==> config.mk <==
export PLATFORM = sky130hd
export DESIGN_NAME = regfile_wb
export DESIGN_NICKNAME = d
export VERILOG_FILES = /design/src/rtl/cpu_pkg.sv /design/src/rtl/regfile_rd_port.sv /design/src/rtl/regfile_wb.sv
export SDC_FILE = /design/constraint.sdc
export NUM_CORES = 2
export LEC_CHECK = 0
export CAP_MARGIN = 20
export CORE_MARGIN = 2
export CORE_UTILIZATION = 50
export CTS_CLUSTER_DIAMETER = 120
export CTS_CLUSTER_SIZE = 10
export DETAILED_ROUTE_END_ITERATION = 16
export PLACE_DENSITY = 0.67
export REMOVE_ABC_BUFFERS = 1
export SLEW_MARGIN = 5
export SYNTH_ARGS = -nofsm -noshare
export SYNTH_HDL_FRONTEND = slang
export SYNTH_HIERARCHICAL = 1
export SYNTH_SLANG_ARGS = --single-unit
==> constraint.sdc <==
create_clock -name CLK -period 74.2 [get_ports CLK]
set_clock_uncertainty 0.15 [all_clocks]
set_input_delay 7.42 -clock CLK [delete_from_list [all_inputs] [get_ports CLK]]
set_output_delay 7.42 -clock CLK [all_outputs]
set_load 0.05 [all_outputs]
==> src/rtl/cpu_pkg.sv <==
// cpu_pkg: shared CPU definitions for the decode / write-back datapath.
//   REG_ZERO / REG_RA : architectural register numbers ($0, $31)
//   regdst_e          : destination-selector encoding (rt / rd / $31 / none)
//   DATA_W_DEF/ADDR_W_DEF : default register-file geometry
//   regdst_addr()     : destination-register mux used by the decode stage
package cpu_pkg;

    localparam int unsigned DATA_W_DEF = 32;
    localparam int unsigned ADDR_W_DEF = 5;

    localparam logic [4:0] REG_ZERO = 5'd0;
    localparam logic [4:0] REG_RA   = 5'd31;

    typedef enum logic [1:0] {
        REGDST_RT   = 2'b00,
        REGDST_RD   = 2'b01,
        REGDST_RA   = 2'b10,
        REGDST_NONE = 2'b11
    } regdst_e;

    function automatic logic [4:0] regdst_addr(input regdst_e sel,
                                               input logic [4:0] rt,
                                               input logic [4:0] rd);
        logic [4:0] a;
        case (sel)
            REGDST_RT: a = rt;
            REGDST_RD: a = rd;
            REGDST_RA: a = REG_RA;
            default:   a = REG_ZERO;
        endcase
        return a;
    endfunction

endpackage

==> src/rtl/regfile_rd_port.sv <==
// regfile_rd_port: one combinational read port of the register file.
//   i_rd_addr  : read address
//   i_reg_data : storage contents at i_rd_addr
//   i_wr_en/i_wr_addr/i_wr_data : write-back port (only with REGFILE_WB_BYPASS_EN)
//   o_rd_data  : read data; $0 always returns zero
// Macro REGFILE_WB_BYPASS_EN enables write-first forwarding of the
// in-flight write-back value onto this port.
module regfile_rd_port
    import cpu_pkg::*;
#(
    parameter int unsigned DATA_W = DATA_W_DEF,
    parameter int unsigned ADDR_W = ADDR_W_DEF
) (
    input  logic [ADDR_W-1:0] i_rd_addr,
    input  logic [DATA_W-1:0] i_reg_data,
`ifdef REGFILE_WB_BYPASS_EN
    input  logic              i_wr_en,
    input  logic [ADDR_W-1:0] i_wr_addr,
    input  logic [DATA_W-1:0] i_wr_data,
`endif
    output logic [DATA_W-1:0] o_rd_data
);

    always_comb begin
        o_rd_data = i_reg_data;
`ifdef REGFILE_WB_BYPASS_EN
        if (i_wr_en && (i_wr_addr != '0) && (i_wr_addr == i_rd_addr))
            o_rd_data = i_wr_data;
`endif
        // Zero masking last so $0 reads zero even under forwarding.
        if (i_rd_addr == '0)
            o_rd_data = '0;
    end

endmodule

==> src/rtl/regfile_wb.sv <==
// regfile_wb: MIPS general register file, one synchronous write port
// (write-back) and two combinational read ports (decode).
//   CLK, Reset           : clock, asynchronous active-high reset
//   WrEn/WrAddr/WrData   : write-back port; writes to $0 are discarded
//   RdAddrA/B, RdDataA/B : combinational read ports
//   ValidMask            : bit i set once register i written since reset (bit 0 always set)
//   WrCount              : committed writes since reset, wraps modulo 2**CNT_W
// Macro REGFILE_WB_BYPASS_EN: write-first forwarding on both read ports.
module regfile_wb
    import cpu_pkg::*;
#(
    parameter int unsigned DATA_W = DATA_W_DEF,
    parameter int unsigned ADDR_W = ADDR_W_DEF,
    parameter int unsigned CNT_W  = 16
) (
    input  logic                 CLK,
    input  logic                 Reset,
    input  logic                 WrEn,
    input  logic [ADDR_W-1:0]    WrAddr,
    input  logic [DATA_W-1:0]    WrData,
    input  logic [ADDR_W-1:0]    RdAddrA,
    input  logic [ADDR_W-1:0]    RdAddrB,
    output logic [DATA_W-1:0]    RdDataA,
    output logic [DATA_W-1:0]    RdDataB,
    output logic [2**ADDR_W-1:0] ValidMask,
    output logic [CNT_W-1:0]     WrCount
);

    localparam int unsigned DEPTH = 2**ADDR_W;

    logic [DATA_W-1:0] r_regs [DEPTH];
    logic [DEPTH-1:0]  r_valid;
    logic [CNT_W-1:0]  r_count;
    logic              w_commit;

    assign w_commit = WrEn && (WrAddr != '0);

    always_ff @(posedge CLK or posedge Reset) begin
        if (Reset) begin
            for (int unsigned i = 0; i < DEPTH; i++)
                r_regs[i] <= '0;
            r_valid <= {{(DEPTH-1){1'b0}}, 1'b1};
            r_count <= '0;
        end else if (w_commit) begin
            r_regs[WrAddr]  <= WrData;
            r_valid[WrAddr] <= 1'b1;
            r_count         <= r_count + CNT_W'(1);
        end
    end

    assign ValidMask = r_valid;
    assign WrCount   = r_count;

    regfile_rd_port #(.DATA_W(DATA_W), .ADDR_W(ADDR_W)) u_port_a (
        .i_rd_addr  (RdAddrA),
        .i_reg_data (r_regs[RdAddrA]),
`ifdef REGFILE_WB_BYPASS_EN
        .i_wr_en    (WrEn),
        .i_wr_addr  (WrAddr),
        .i_wr_data  (WrData),
`endif
        .o_rd_data  (RdDataA)
    );

    regfile_rd_port #(.DATA_W(DATA_W), .ADDR_W(ADDR_W)) u_port_b (
        .i_rd_addr  (RdAddrB),
        .i_reg_data (r_regs[RdAddrB]),
`ifdef REGFILE_WB_BYPASS_EN
        .i_wr_en    (WrEn),
        .i_wr_addr  (WrAddr),
        .i_wr_data  (WrData),
`endif
        .o_rd_data  (RdDataB)
    );

endmodule

Fig. 1: I/O nets highlighted
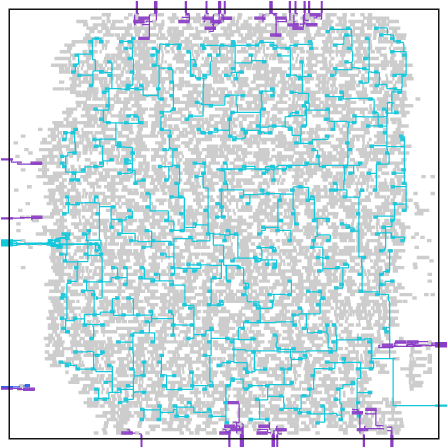
`RdAddrA` -> cyan  # bits 5, direction input, edge 4 left, 1 right, end cells 522, buffers 13, wire 7020 um
`ValidMask` -> purple  # bits 32, direction output, edge 15 top, 11 bottom, 3 left, 3 right, end cells 32, buffers 32, wire 733 um
`Reset` -> blue  # bits 1, direction input, edge left, end cells 1, buffers 1, wire 9.80 um

Fig. 2: cell outlines without signal wires
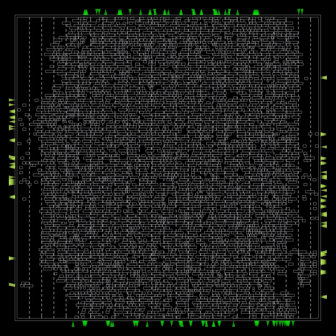
tapcells inserted: 1524
non-filler instance count after layout: 6238
area inside the core boundary: 116000 sq um
number of flip-flops and latches: 1072

-- critical path: cells and delay by family --
kind	cells	cell delay, ps
simple gates	2	380
mux	1	190
compound gates	3	570
buf+inv	5	3890
-- cells by family (layout without fill, tap and decap cells) --
group                    after synthesis  count (layout)  synth area share (%)
multiplexers                        2017            2017                  36.8
flip-flops                          1072            1072                  46.1
AND-OR/OR-AND                        641             641                  7.63
AND/OR/NAND/NOR                      566             566                  4.90
buffers and inverters                498             400                  4.30
XOR/XNOR                              15              15                 0.226
adder cells (fa/ha/maj)                1               1                0.0215
other                                  0               2                     0
-- path summary, 6_finish.rpt --
kind                               from           end  slack (ps)  depth (start not counted)
setup / recovery             RdAddrB[1]   RdDataB[30]       53850                         11
hold / removal             ValidMask[0]  ValidMask[0]         220                          0
setup reg to reg             WrCount[5]   WrCount[15]       72530                          5
hold reg to reg            ValidMask[0]  ValidMask[0]         220                          0
max in group asynchronous         Reset   r_regs[267]       62330                          7
min in group asynchronous         Reset   r_regs[234]        7040                          2
-- layout make-up --
| class | count | area, sq um |
|---|---|---|
| Fill cell | 9845 | 52300 |
| Sequential cell | 1072 | 26800 |
| Clock inverter | 6 | 60.1 |
| Tap cell | 1524 | 1910 |
| Antenna cell | 2 | 5.00 |
| Multi-Input combinational cell | 3240 | 29000 |
| Inverter | 3 | 18.8 |
| Clock buffer | 129 | 2990 |
| Timing Repair Buffer | 262 | 2630 |
-- through the flow --
stage / power, mW / instances
final: 1.66 / 6238
after global routing: 1.74 / 6237
after CTS: 1.67 / 6223
after floorplan: 1.04 / 4315
after global placement: 1.14 / 6087
after detailed placement: 1.16 / 6088
-- state kept, by name (all words and copies together) (netlist names) --
name / count
ValidMask: 32
r_regs: 1024
WrCount: 16
==> flow_metrics.rpt <==
IMPLEMENTATION SUMMARY REPORT
----------------------------------------------------
[Clocking]
  Cell at the root of the clock tree ........................ sky130_fd_sc_hd__clkbuf_16
  TritonCTS buffer count ........................ 117
  Number of buffers inserted to repair setup after CTS ........................ 0

[STA]
  Count of final setup violators ........................ 0
  Setup repair after global routing missed its margin ........................ false
  Pin slew with the least headroom to its limit ........................ 1190 ps
  Maximum frequency from static timing analysis ........................ slightly below 50 MHz

[Global route]
  Met3 demand-to-capacity share in global routing ........................ 5.48%
  Overall track demand over capacity in global routing ........................ 29.6%
  Overall overflow remaining after global route ........................ 0
  Maximum number of pins on one net before global-route repair ........................ 129
  Global-route wire length before repair ........................ 267000 um
  Grt peak-use layer ........................ met2
  Initial antenna violation count ........................ 8

[Place]
  Dpl cell area ........................ 60100 sq um
  PortBufs ........................ 161

[Flow run]
  Count of max-cap constraint violations ........................ 0
  OpenROAD warning count ........................ approximately 44

[Outcome]
  Outcome ........................ completed

[Setup path]
  Critical setup path kind ........................ primary input to output port
  Critical path's most frequent cell ........................ sky130_fd_sc_hd__buf_4
  Slowest Stage Delay on Critical Path ........................ slightly below 1000 ps

[Detailed routing]
  1st-pass router iterations ........................ 6
  Average wire length per cell after detail routing ........................ 28.8 um
  Highest routing layer actually used ........................ met5
  DRT antenna net count ........................ 0
  Iteration-0 DRC count of the detailed router ........................ about 4000
  Met3 wire len ........................ 14100 um

[Die]
  Vertical die dimension ........................ 345 um
  Die ar. ........................ 119000 sq um

[Layout]
  Final standard cell area without fillers ........................ 63400 sq um
  Leading cell types in the layout, fill and taps excluded ........................ sky130_fd_sc_hd__dfrtp_1 (1071), sky130_fd_sc_hd__mux2i_1 (1024), sky130_fd_sc_hd__mux2_2 (926), sky130_fd_sc_hd__nand2_1 (199), sky130_fd_sc_hd__nand3_1 (197)

[Yosys]
  Count of flip-flops with a built-in enable after synthesis ........................ 0
  Library cell with the largest summed area after synthesis ........................ sky130_fd_sc_hd__dfrtp_1

[Power and ir drop]
  Switching share of power ........................ 30.3%
  Seq. pwr ........................ between 0.7 and 0.8 mW
  Clock share of power ........................ 30.7%
  P_clk ........................ 0.510 mW

----------------------------------------------------
Power and IR drop assume default switching activity.
